## src/rtl/msg_block_packer.sv

```systemverilog
// Packs an 8-bit valid/ready byte stream into KEY_SIZE-bit blocks, zero-padding a short final block.
// Latency: blk_valid rises one cycle after the byte that completes a block; one block per NB+1 cycles at best.
// Backpressure: in_ready drops while a block is held; the block stays stable until blk_valid & blk_ready.
module msg_block_packer #(
    parameter int KEY_SIZE = 64
) (
    input  logic                          clk,
    input  logic                          rst_n,
    input  logic [7:0]                    in_data,
    input  logic                          in_valid,
    input  logic                          in_last,
    output logic                          in_ready,
    output logic [KEY_SIZE-1:0]           blk_data,
    output logic                          blk_valid,
    output logic                          blk_last,
    output logic [$clog2(KEY_SIZE/8):0]   blk_nbytes,
    input  logic                          blk_ready
);

    localparam int NB = KEY_SIZE / 8;
    localparam int CW = $clog2(NB) + 1;
    localparam logic [CW-1:0] LAST_IDX = CW'(NB - 1);

    typedef enum logic {
        ST_FILL = 1'b0,
        ST_HOLD = 1'b1
    } state_t;

    state_t               state_q, state_d;
    logic [CW-1:0]        idx_q, idx_d;
    logic [KEY_SIZE-1:0]  data_q, data_d;
    logic                 vld_q, vld_d;
    logic                 last_q, last_d;
    logic [CW-1:0]        nb_q, nb_d;

    logic                 byte_xfer;
    logic                 blk_xfer;
    logic                 blk_done;

    // in_ready is decoded from state only (plus reset), so blk_ready never reaches it combinationally.
    assign in_ready  = rst_n & (state_q == ST_FILL);
    assign byte_xfer = in_valid & in_ready;
    assign blk_xfer  = vld_q & blk_ready;
    // A block closes on its last slot or on the message's final byte, whichever comes first.
    assign blk_done  = byte_xfer & (in_last | (idx_q == LAST_IDX));

    assign blk_data   = data_q;
    assign blk_valid  = vld_q;
    assign blk_last   = last_q;
    assign blk_nbytes = nb_q;

    // Next-state: gather bytes into the buffer in FILL, present and release the block in HOLD.
    always_comb begin
        state_d = state_q;
        idx_d   = idx_q;
        data_d  = data_q;
        vld_d   = vld_q;
        last_d  = last_q;
        nb_d    = nb_q;
        case (state_q)
            ST_FILL: begin
                if (byte_xfer) begin
                    // First byte lands in the most significant lane; unwritten lanes stay zero.
                    for (int b = 0; b < NB; b++) begin
                        if (idx_q == CW'(b)) begin
                            data_d[KEY_SIZE-1-8*b -: 8] = in_data;
                        end
                    end
                    // Index never runs past the last lane; a full block always moves to HOLD.
                    idx_d = (idx_q == LAST_IDX) ? idx_q : idx_q + CW'(1);
                    if (blk_done) begin
                        state_d = ST_HOLD;
                        vld_d   = 1'b1;
                        last_d  = in_last;
                        nb_d    = idx_q + CW'(1);
                    end
                end
            end
            ST_HOLD: begin
                // The handoff cycle accepts no byte; the buffer is wiped so the next block pads with zeros.
                if (blk_xfer) begin
                    state_d = ST_FILL;
                    idx_d   = '0;
                    data_d  = '0;
                    vld_d   = 1'b0;
                    last_d  = 1'b0;
                    nb_d    = '0;
                end
            end
            default: begin
                state_d = ST_FILL;
            end
        endcase
    end

    // State and output registers; reset discards any partial or held block.
    always_ff @(posedge clk) begin
        if (!rst_n) begin
            state_q <= ST_FILL;
            idx_q   <= '0;
            data_q  <= '0;
            vld_q   <= 1'b0;
            last_q  <= 1'b0;
            nb_q    <= '0;
        end else begin
            state_q <= state_d;
            idx_q   <= idx_d;
            data_q  <= data_d;
            vld_q   <= vld_d;
            last_q  <= last_d;
            nb_q    <= nb_d;
        end
    end

endmodule

```

## config.mk

```make
export PLATFORM = sky130hd
export DESIGN_NAME = msg_block_packer
export DESIGN_NICKNAME = d
export VERILOG_FILES = /design/src/rtl/msg_block_packer.sv
export SDC_FILE = /design/constraint.sdc
export NUM_CORES = 1
export LEC_CHECK = 0
export ABC_AREA = 1
export CORE_UTILIZATION = 45
export CTS_BUF_LIST = sky130_fd_sc_hd__clkbuf_8 sky130_fd_sc_hd__clkbuf_16
export DETAILED_ROUTE_END_ITERATION = 10
export GPL_ROUTABILITY_DRIVEN = 0
export MAX_ROUTING_LAYER = met4
export PLACE_DENSITY = 0.74
export SLEW_MARGIN = 15
export SYNTH_ARGS = -nofsm -noshare
export SYNTH_HDL_FRONTEND = slang
export SYNTH_SLANG_ARGS = --single-unit
```

## constraint.sdc

```tcl
create_clock -name clk -period 2 [get_ports clk]
set_input_delay 0.2 -clock clk [delete_from_list [all_inputs] [get_ports clk]]
set_output_delay 0.2 -clock clk [all_outputs]
set_load 0.02 [all_outputs]
```

Fig. 1: wiring by layer
(4 px per um) Only two layers are drawn.
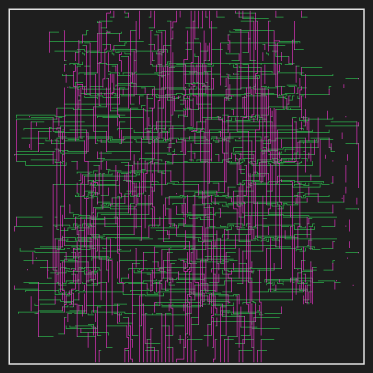
Key: M1 = green [wire length 3,600 um]; M2 = magenta [wire length 3,910 um]

Fig. 2: ports around the boundary
(6 px per um) Pins as bars across the die edge, other pins in gray.
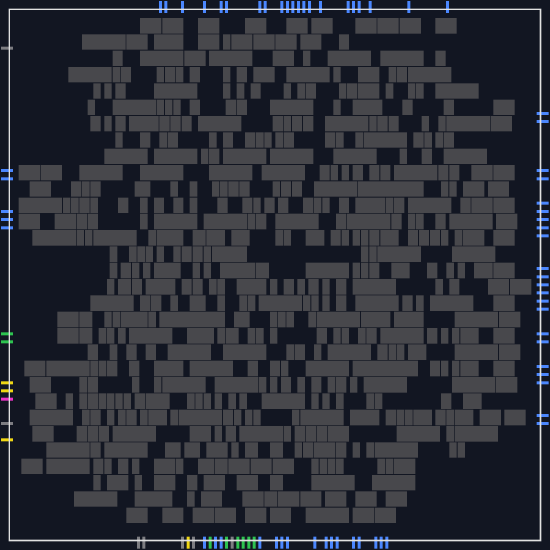
Key: `blk_data` = blue [pins 64, direction output, edge 22 east, 21 north, 16 south, 5 west]; `blk_nbytes` = yellow [pins 4, direction output, edge 3 west, 1 south]; `in_data` = green [pins 8, direction input, edge 6 south, 2 west]; `in_last` = magenta [pins 1, direction input, edge west]
All pins by edge: 28 south, 22 east, 21 north, 13 west.

==> impl_metrics.tcl <==
# flow metrics
set metrics [dict create \
    cpPeakStageDelay_ps 590 \
    timing.rr.end "blk_data[44]" \
    syn-num-nets 469 \
    seq_share 0.341 \
    grt_overflow 0 \
    min_period_ps 1800 \
    route.detailed.drc 0 \
    top_area_frac 0.448 \
    hold_path_end "blk_last" \
    finalWorstSetupSlack_ps 195 \
    outcome "complete, no violations" \
    yosys-stat-cells 452 \
    ant_nets 0 \
    clock.fmax_ghz 0.554 \
    grt_max_degree 63 \
    common_cells "88 x nor2_1, 78 x nand2_1, 75 x dfxtp_1, 62 x nand3_1, 46 x a21oi_1" \
    io_buffers 83 \
    h-tree-depth 3 \
    pg_comb_uw 585 \
    switching_share 0.273 \
    crit_path_end "in_ready" \
    cts_setup_buffers 0 \
    ioPinCount 84 \
    wl_met2_um 3910 \
    use_met3 0.0345 \
    p_clk_mw 1.45 \
    ys_seq_elements 75 \
    comb_area_um2 1540 \
    worst_hold_slack_ps 312 \
    relSlewSlack 0.570 \
    cts_resized 0 \
    fin_total_pwr_mw 3.63 \
    synthMuxAreaShare 0 \
    cp.depth 4 \
    adder_share 0.0149 \
    placed_cell_area_um2 4150 \
    drt-initial-drc-count 175 \
    final_core_util 0.610 \
    syn_inst 452 \
    placedCellCount 612 \
    met1Wirelength_um 3600 \
    hpwl_um 5530 \
    grtUsageMet1 0.290 \
    first_pass_iters 4 \
    worst_ir_drop_vdd_v 0.000378 \
    hold_path.class "input port to register" \
    final_area_um2 4400 \
    power_leader "sequential cells" \
    largest_reg_flops 64 \
    route.met3.wl_um 478 \
    finalHoldViolations 0 \
    routed_wirelength_um 8120 \
    syn_to_final_growth_pct 31.2 \
    ff_type "dfxtp_1" \
    power.share.combinational 0.161 \
    dr_total_vias 3125 \
    cp_num_buf_inv 3 \
    layout-drive-gt1-share 0.117 \
    cts_tree "yes" \
    regArea_um2 1500 \
    reg2regPathDepth 8 \
    avgViaCountPerCell 4.98 \
    cts_max_path_buffers 2 \
    cts_made_buffers 9 \
    comb_share 0.350 \
    cts_sinks 75 \
    cp-end-kind "output port" \
    n_tap_cell 99 \
    grt_pass1_vias 2684 \
    clkbuf_count 10 \
    yosys.cell_types.count 24 \
    fin_nets 541 \
    worst_ep_arrival_time_ps 1600 \
    nFillCells 686 \
    seq-power_mw 1.60 \
    busiest_layer "met2" \
    topCombFamilyByArea "simple AND/OR/NAND/NOR gates" \
]
